Run 1, sequential cells coloured by netlist name:
Other sequential cells in the stronger grey, the rest of the logic in the fainter grey.
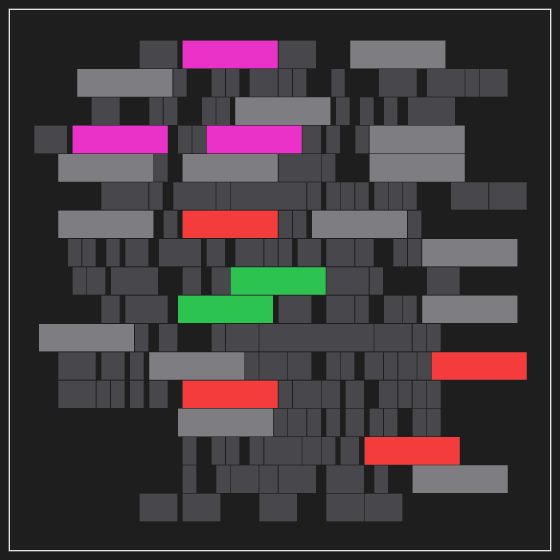
Run 1, gate-type map:
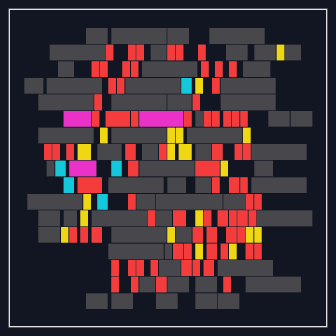
Run 1, cell classes on the final placement:
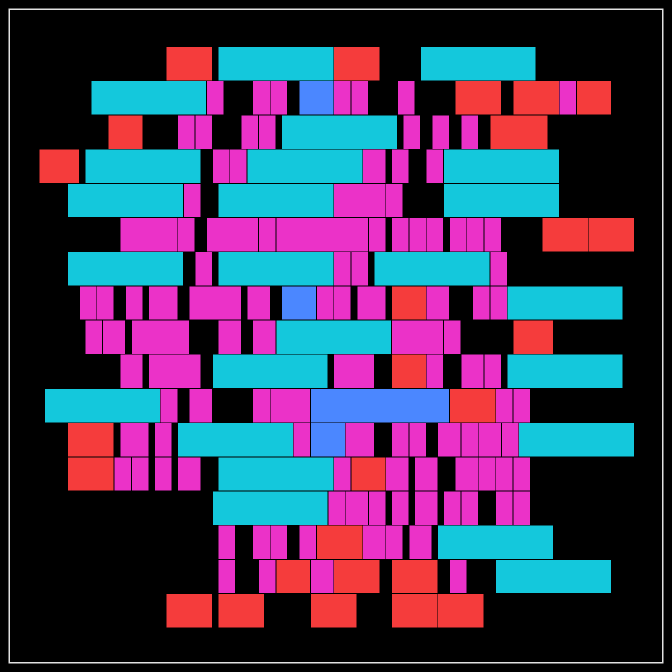
**config.mk**
```make
export PLATFORM = sky130hd
export DESIGN_NAME = serial_addsub
export DESIGN_NICKNAME = d
export VERILOG_FILES = /design/src/rtl/serial_addsub.sv
export SDC_FILE = /design/constraint.sdc
export NUM_CORES = 1
export LEC_CHECK = 0
export ABC_AREA = 1
export CORE_MARGIN = 2
export CORE_UTILIZATION = 50
export CTS_CLUSTER_DIAMETER = 40
export DETAILED_ROUTE_END_ITERATION = 10
export PLACE_DENSITY = 0.77
export SLEW_MARGIN = 20
export SYNTH_ARGS = -nofsm -noshare
export SYNTH_HDL_FRONTEND = slang
export SYNTH_SLANG_ARGS = --single-unit
export TNS_END_PERCENT = 5
```
**constraint.sdc**
```tcl
create_clock -name clk -period 1.5 [get_ports clk]
set_input_delay 0.15 -clock clk [delete_from_list [all_inputs] [get_ports clk]]
set_output_delay 0.15 -clock clk [all_outputs]
set_load 0.02 [all_outputs]
```
**src/rtl/serial_addsub.sv**
```systemverilog
// rtl/serial_addsub.sv - bit-serial LSB-first adder/subtractor built around one full-adder cell
module serial_addsub #(
    parameter int WIDTH = 4
) (
    input  logic             clk,
    input  logic             rst,
    input  logic             start,
    input  logic [WIDTH-1:0] a,
    input  logic [WIDTH-1:0] b,
    input  logic             cin,
    input  logic             sel,
    output logic [WIDTH-1:0] s,
    output logic             cout,
    output logic             ovf,
    output logic             busy,
    output logic             done
);

    localparam int CW = $clog2(WIDTH + 1);

    localparam logic [1:0] IDLE  = 2'd0;
    localparam logic [1:0] SHIFT = 2'd1;
    localparam logic [1:0] DONE  = 2'd2;

    logic [1:0]       state;
    logic [WIDTH-1:0] a_q;
    logic [WIDTH-1:0] b_q;
    logic             sel_q;
    logic             c_q;
    logic [CW-1:0]    cnt;
    logic [WIDTH-1:0] res;

    logic bx;
    logic sum_bit;
    logic c_next;
    logic last_bit;
    logic accept;

    // Single full-adder cell; operands are shifted right so bit 0 is always the current bit
    always_comb begin
        bx       = b_q[0] ^ sel_q;
        sum_bit  = a_q[0] ^ bx ^ c_q;
        c_next   = (a_q[0] & bx) | (a_q[0] & c_q) | (bx & c_q);
        last_bit = (cnt == CW'(WIDTH - 1));
        accept   = start && ((state == IDLE) || (state == DONE));
    end

    // Control FSM, operand capture, serial datapath and result commit
    always_ff @(posedge clk or posedge rst) begin
        if (rst) begin
            state <= IDLE;
            a_q   <= '0;
            b_q   <= '0;
            sel_q <= 1'b0;
            c_q   <= 1'b0;
            cnt   <= '0;
            res   <= '0;
            s     <= '0;
            cout  <= 1'b0;
            ovf   <= 1'b0;
        end else begin
            case (state)
                IDLE, DONE: begin
                    if (accept) begin
                        a_q   <= a;
                        b_q   <= b;
                        sel_q <= sel;
                        c_q   <= cin ^ sel;
                        cnt   <= '0;
                        state <= SHIFT;
                    end else begin
                        state <= IDLE;
                    end
                end
                SHIFT: begin
                    a_q <= {1'b0, a_q[WIDTH-1:1]};
                    b_q <= {1'b0, b_q[WIDTH-1:1]};
                    c_q <= c_next;
                    res <= {sum_bit, res[WIDTH-1:1]};
                    cnt <= cnt + CW'(1);
                    if (last_bit) begin
                        // c_q here is the carry into the MSB, c_next the carry out of it
                        s     <= {sum_bit, res[WIDTH-1:1]};
                        cout  <= c_next;
                        ovf   <= c_q ^ c_next;
                        state <= DONE;
                    end
                end
                default: state <= IDLE;
            endcase
        end
    end

    assign busy = (state == SHIFT);
    assign done = (state == DONE);

endmodule

```
==> out/qor.yml, run 1 <==
run_status: "completed"
ys.flop_type: "dfrtp_1"
hold_path.class: "input pin to async pin"
power_clock_mw: 0.471
slew_headroom_pct: 80.4
dpl-instance-area_mm2: 0.00141
taps: 28
biggestCellCategory: "sequential cells"
sh_comb_area_pct: 31.0
hold_slack_ns: 0.148
ys_seq_elements: 24
warnings: 26
drt-initial-drc-count: 10
n_all_buffers: 26
synthTopLogicFamily: "simple AND/OR/NAND/NOR gates"
ys_seq_share_pct: 52.4
max_freq_mhz: 686
synth.cellmix.adderShare_pct: 3.93
die_h_um: 51.9
cp_num_cells: 3
fin_area_mm2: 0.00146
ir_worst_vdd_v: 0.00120
timing.final.crit_share_pct: 97.2
edf_count: 0
chipArea_mm2: 0.00269
crit_family: "flip-flops"
yosysMostFrequentCell: "nand2_1"
xor_area_share_pct: 1.53
intPower_mw: 1.86
synthSimpleGateAreaFrac_pct: 31.9
core_area_mm2: 0.00219
cp.required_ns: 1.35
logic_gate_count: 91
area_growth_pct: 27.6
port-buffer-count: 20
fin_ws_ns: 0.0426
drv_slew: 0
ys_types: 18
p_total_mw: 3.14
r2r-end: "s[3]$_DFFE_PP0P_"
r2r_slack_ns: 0.15
startpoint_type: "flip-flop"
rr_startpoint: "b_q[0]$_DFFE_PP0P_"
antenna_cells: 0
slowest_stage: "dfrtp_1"
met1_usage_pct: 23.7
logic_area_um2: 453
worstSetupStartpoint: "state[0]$_DFFE_PP0P_"
tritoncts: "built"
use_met2_pct: 31.6
rsz0062_at_grt: "no"
holdBufCountCts: 0
n_fill_cell: 174
layout_top_cells: "nand2_1, dfrtp_1, clkdlybuf4s50_1"
firstDrtPassIters: 4
grt_usage_pct: 19.0
clock-skew-final_ns: 0.000779
drc: 0
top_regs: "a_q (4), b_q (4), s (4)"
root_buffer: "clkbuf_4"
p_seq_share_pct: 36.2
clockBufferDepth: 2
inverters: 19
wl_met3_um: 90
wl_per_cell_um: 11.3
path_class: "flip-flop to primary output"
routed.top_layer: "met4"
layout.nets: 181
cts_sinks: 24
ff_count: 24
final_util_pct: 66.8
cts-resized-gates: 2
gp_congestion: 0.786
powerDensity_mw_per_mm2: 2150
seq_area_um2: 601
rows: 17
setup_viol: 0
cap_violations: 0
avgSynthCellArea_um2: 8.43
largest_area_cell: "dfrtp_1"
io_pins: 21
ys_cells: 136
top_cells_by_count: "nand2_1, dfrtp_1, inv_1"
placed_cells: 188
crit_chain: "inv_4 > nor2_4 > dlygate4sd2_1"
busiest_layer: "met2"
via_count: 931
comb_power_share_pct: 48.8
htree_num_levels: 1
die_width_um: 51.9
buf_share_pct: 16.8
layout-drive-gt1-share_pct: 11.6
overflow: 0
synthCells: 136
clk_latency_ns: 0.32
p_comb_mw: 1.53
grt_max_degree: 25
ant_nets: 0
critical_path.max_stage_delay_ns: 0.46
post-cts-setup-buffer-count: 0
grt_pass1_vias: 920
clkPwrFrac_pct: 15.0
yosys.area_share.aoi_pct: 2.18
clock_buffers: 3
setup.worst_path.end: "busy"
## Picture notes: 'sequential cells coloured by netlist name'
- magenta: res (flops 3)
- green: state (flops 2)
- red: b_q (flops 4)
- not coloured: 15

## Picture notes: 'gate-type map'
- cyan: inverting AOI/OAI gates (cells 5)
- magenta: adder and majority cells (cells 3)
- red: NAND gates (cells 75)
- yellow: inverters (cells 19)

## Picture notes: 'cell classes on the final placement'
- red: other buffers and delay cells (cells 26)
- cyan: flip-flops (cells 24)
- magenta: all other logic (cells 110)
- blue: clock drivers and dummy loads (cells 4)

Run 1, the clock network:
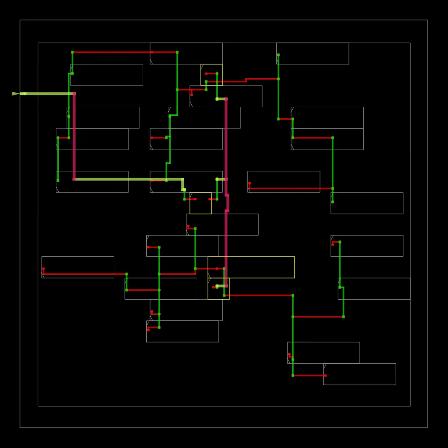

==> run 1 -> run 2 <==
--- a/config.mk
+++ b/config.mk
@@ -6,11 +6,15 @@
 export NUM_CORES = 1
 export LEC_CHECK = 0
 export ABC_AREA = 1
+export CELL_PAD_IN_SITES_DETAIL_PLACEMENT = 0
+export CELL_PAD_IN_SITES_GLOBAL_PLACEMENT = 1
+export CORE_ASPECT_RATIO = 0.5
 export CORE_MARGIN = 2
-export CORE_UTILIZATION = 50
+export CORE_UTILIZATION = 37
 export CTS_CLUSTER_DIAMETER = 40
 export DETAILED_ROUTE_END_ITERATION = 10
-export PLACE_DENSITY = 0.77
+export HOLD_SLACK_MARGIN = 0.03
+export PLACE_DENSITY_LB_ADDON = 0.15
 export SLEW_MARGIN = 20
 export SYNTH_ARGS = -nofsm -noshare
 export SYNTH_HDL_FRONTEND = slang
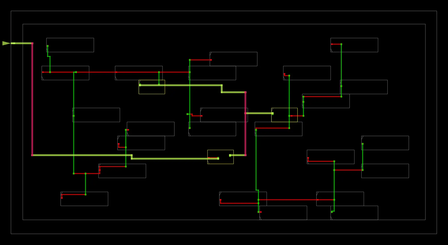
Run 2: the clock network
clock sink total: 24
clock latency on the worst-skew pair: 0.26 ns

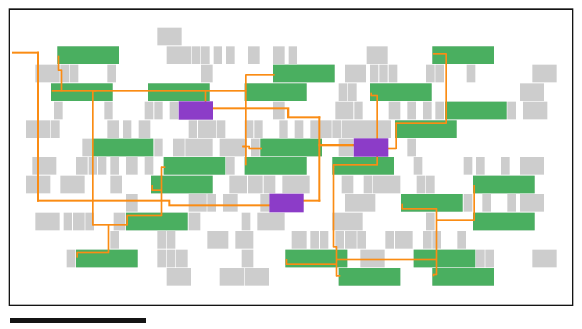
Run 2: routed clock nets over the placement
The bar under the picture is 20 um long.
- orange: clock wires (length 326 um)
- green: flip-flops (count 24)
- purple: cells driving clock nets (count 3)
- flops lie: widely spread
- routed clock nets: 4

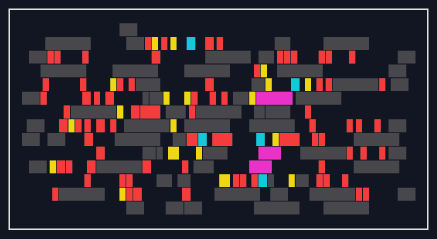
Run 2: gate-type map
Comb area share: 30.9%
non-filler cells in the finished layout: 203
most frequent logic cell in the layout: nand2_1

==> run 2 against run 1 <==
Net effect: sequential cell count unchanged; register-to-register slack better by 0.08 ns; global-route usage decreased by 4.0 points; clock skew grew 0.0012 ns; setup slack gained 0.085 ns; via count decreased by 6.8%; critical endpoint is now ovf; area after synthesis did not move; critical path type unchanged; largest power group unchanged.
==> out/qor.yml, run 2 <==
max_freq_mhz: 729
n_fill_cell: 302
layout_top_cells: "nand2_1, dfrtp_1, clkdlybuf4s50_1"
grt_usage_pct: 15.0
mux_share_pct: 0
cp-end-kind: "primary output"
overflow: 0
layout.nets: 181
edf_count: 0
routed.top_layer: "met4"
xor_area_share_pct: 1.53
top_regs: "a_q (4), b_q (4), s (4)"
cp.required_ns: 1.35
inverters: 19
ff_count: 24
worstSetupStartpoint: "ovf$_DFFE_PP0P_"
ant_nets: 0
drc: 0
p_seq_share_pct: 37.3
avgSynthCellArea_um2: 8.43
ys.flop_type: "dfrtp_1"
p_comb_mw: 1.52
r2r_slack_ns: 0.23
n_all_buffers: 26
critical_path.max_stage_delay_ns: 0.60
gp_congestion: 0.807
crit_family: "buffers and inverters"
async_reset_ff_share_pct: 100
port-buffer-count: 20
powerSeq_mw: 1.12
chipArea_mm2: 0.00359
busiest_layer: "met2"
yosysMostFrequentCell: "nand2_1"
die_width_um: 82.7
dp_hpwl_um: 1630
clk_pin_slew_ns: 0.08
r2r-end: "ovf$_DFFE_PP0P_"
area_growth_pct: 27.7
ys_cells: 136
largest_area_cell: "dfrtp_1"
ir_worst_vdd_v: 0.000739
taps: 40
ys_seq_elements: 24
slowest_stage: "clkdlybuf4s50_1"
critPathMaxFanout: 2
drt-vias-per-instance: 4.28
met1_usage_pct: 20.1
drv_slew: 0
seq_area_um2: 601
synthSimpleGateAreaFrac_pct: 31.9
cts-resized-gates: 2
ys_warn_count: 0
numCtsBuffers: 3
logic_gate_count: 91
die_h_um: 43.4
slew_headroom_pct: 79.6
drt-initial-drc-count: 25
rr_startpoint: "sel_q$_DFFE_PP0P_"
wirelength_um: 2200
final_util_pct: 49.2
logic_area_um2: 453
synthCells: 136
holdBufCountCts: 0
fin_ws_ns: 0.128
topCellsByArea: "dfrtp_1, nand2_1, nand3_1"
setup_viol: 0
fp_util_pct: 38.5
via_count: 868
firstDrtPassIters: 4
powerDensity_mw_per_mm2: 2060
cp_num_cells: 1
run_status: "completed"
synth.cellmix.adderShare_pct: 3.93
final.min_clock_period_ns: 1.37
power_leakage_nw: 0.771
syn_nets: 152
setup-tns-final_ns: 0
yosys.area_share.aoi_pct: 2.18
power_clock_mw: 0.373
met2_length_um: 903
worstPathArrival_ns: 1.22
ys_seq_share_pct: 52.4
intPower_mw: 1.77
dpl-instance-area_mm2: 0.00143
tritoncts: "built"
warnings: 26
post-cts-setup-buffer-count: 0
hold_path.class: "input pin to async pin"
synthTopLogicFamily: "simple AND/OR/NAND/NOR gates"
timing.final.crit_share_pct: 91.5
clkPwrFrac_pct: 12.4
root_buffer: "clkbuf_8"
ys_chip_area_mm2: 0.00115
grt_pass1_wl_um: 3910
io_pins: 21
buf_share_pct: 16.6
rsz0062_at_grt: "no"
use_met2_pct: 22.9
dp_slack_ns: 0.209
antenna_cells: 0
clockBufferDepth: 2
clock_buffers: 3
use_met3_pct: 5.63
clock-skew-final_ns: 0.00197
wl_met3_um: 106
layout-drive-gt1-share_pct: 11.0
grt_pass1_vias: 893
top_cells_by_count: "nand2_1, dfrtp_1, inv_1"
wl_per_cell_um: 10.8
antenna_found_initial: 0
path_class: "flip-flop to primary output"
htree_num_levels: 1
comb_power_share_pct: 50.3
rows: 14
switchingPower_mw: 1.24
grt_max_degree: 25
startpoint_type: "flip-flop"
crit_buf_inv: 1
top_power_group: "combinational cells"
finalHoldViolations: 0
cap_violations: 0
top_cell_area_share_pct: 52.4
r2r_cells: 5
ys_types: 18
setup.worst_path.end: "ovf"
seq_share_pct: 41.0
wl_met1_um: 1160
placed_cells: 200
fin_area_mm2: 0.00146
biggestCellCategory: "sequential cells"
p_total_mw: 3.01
hold_slack_ns: 0.227
core_area_mm2: 0.00298
crit_chain: "clkdlybuf4s50_1"
No activity file was given, so power comes from the tool's default toggle rates.
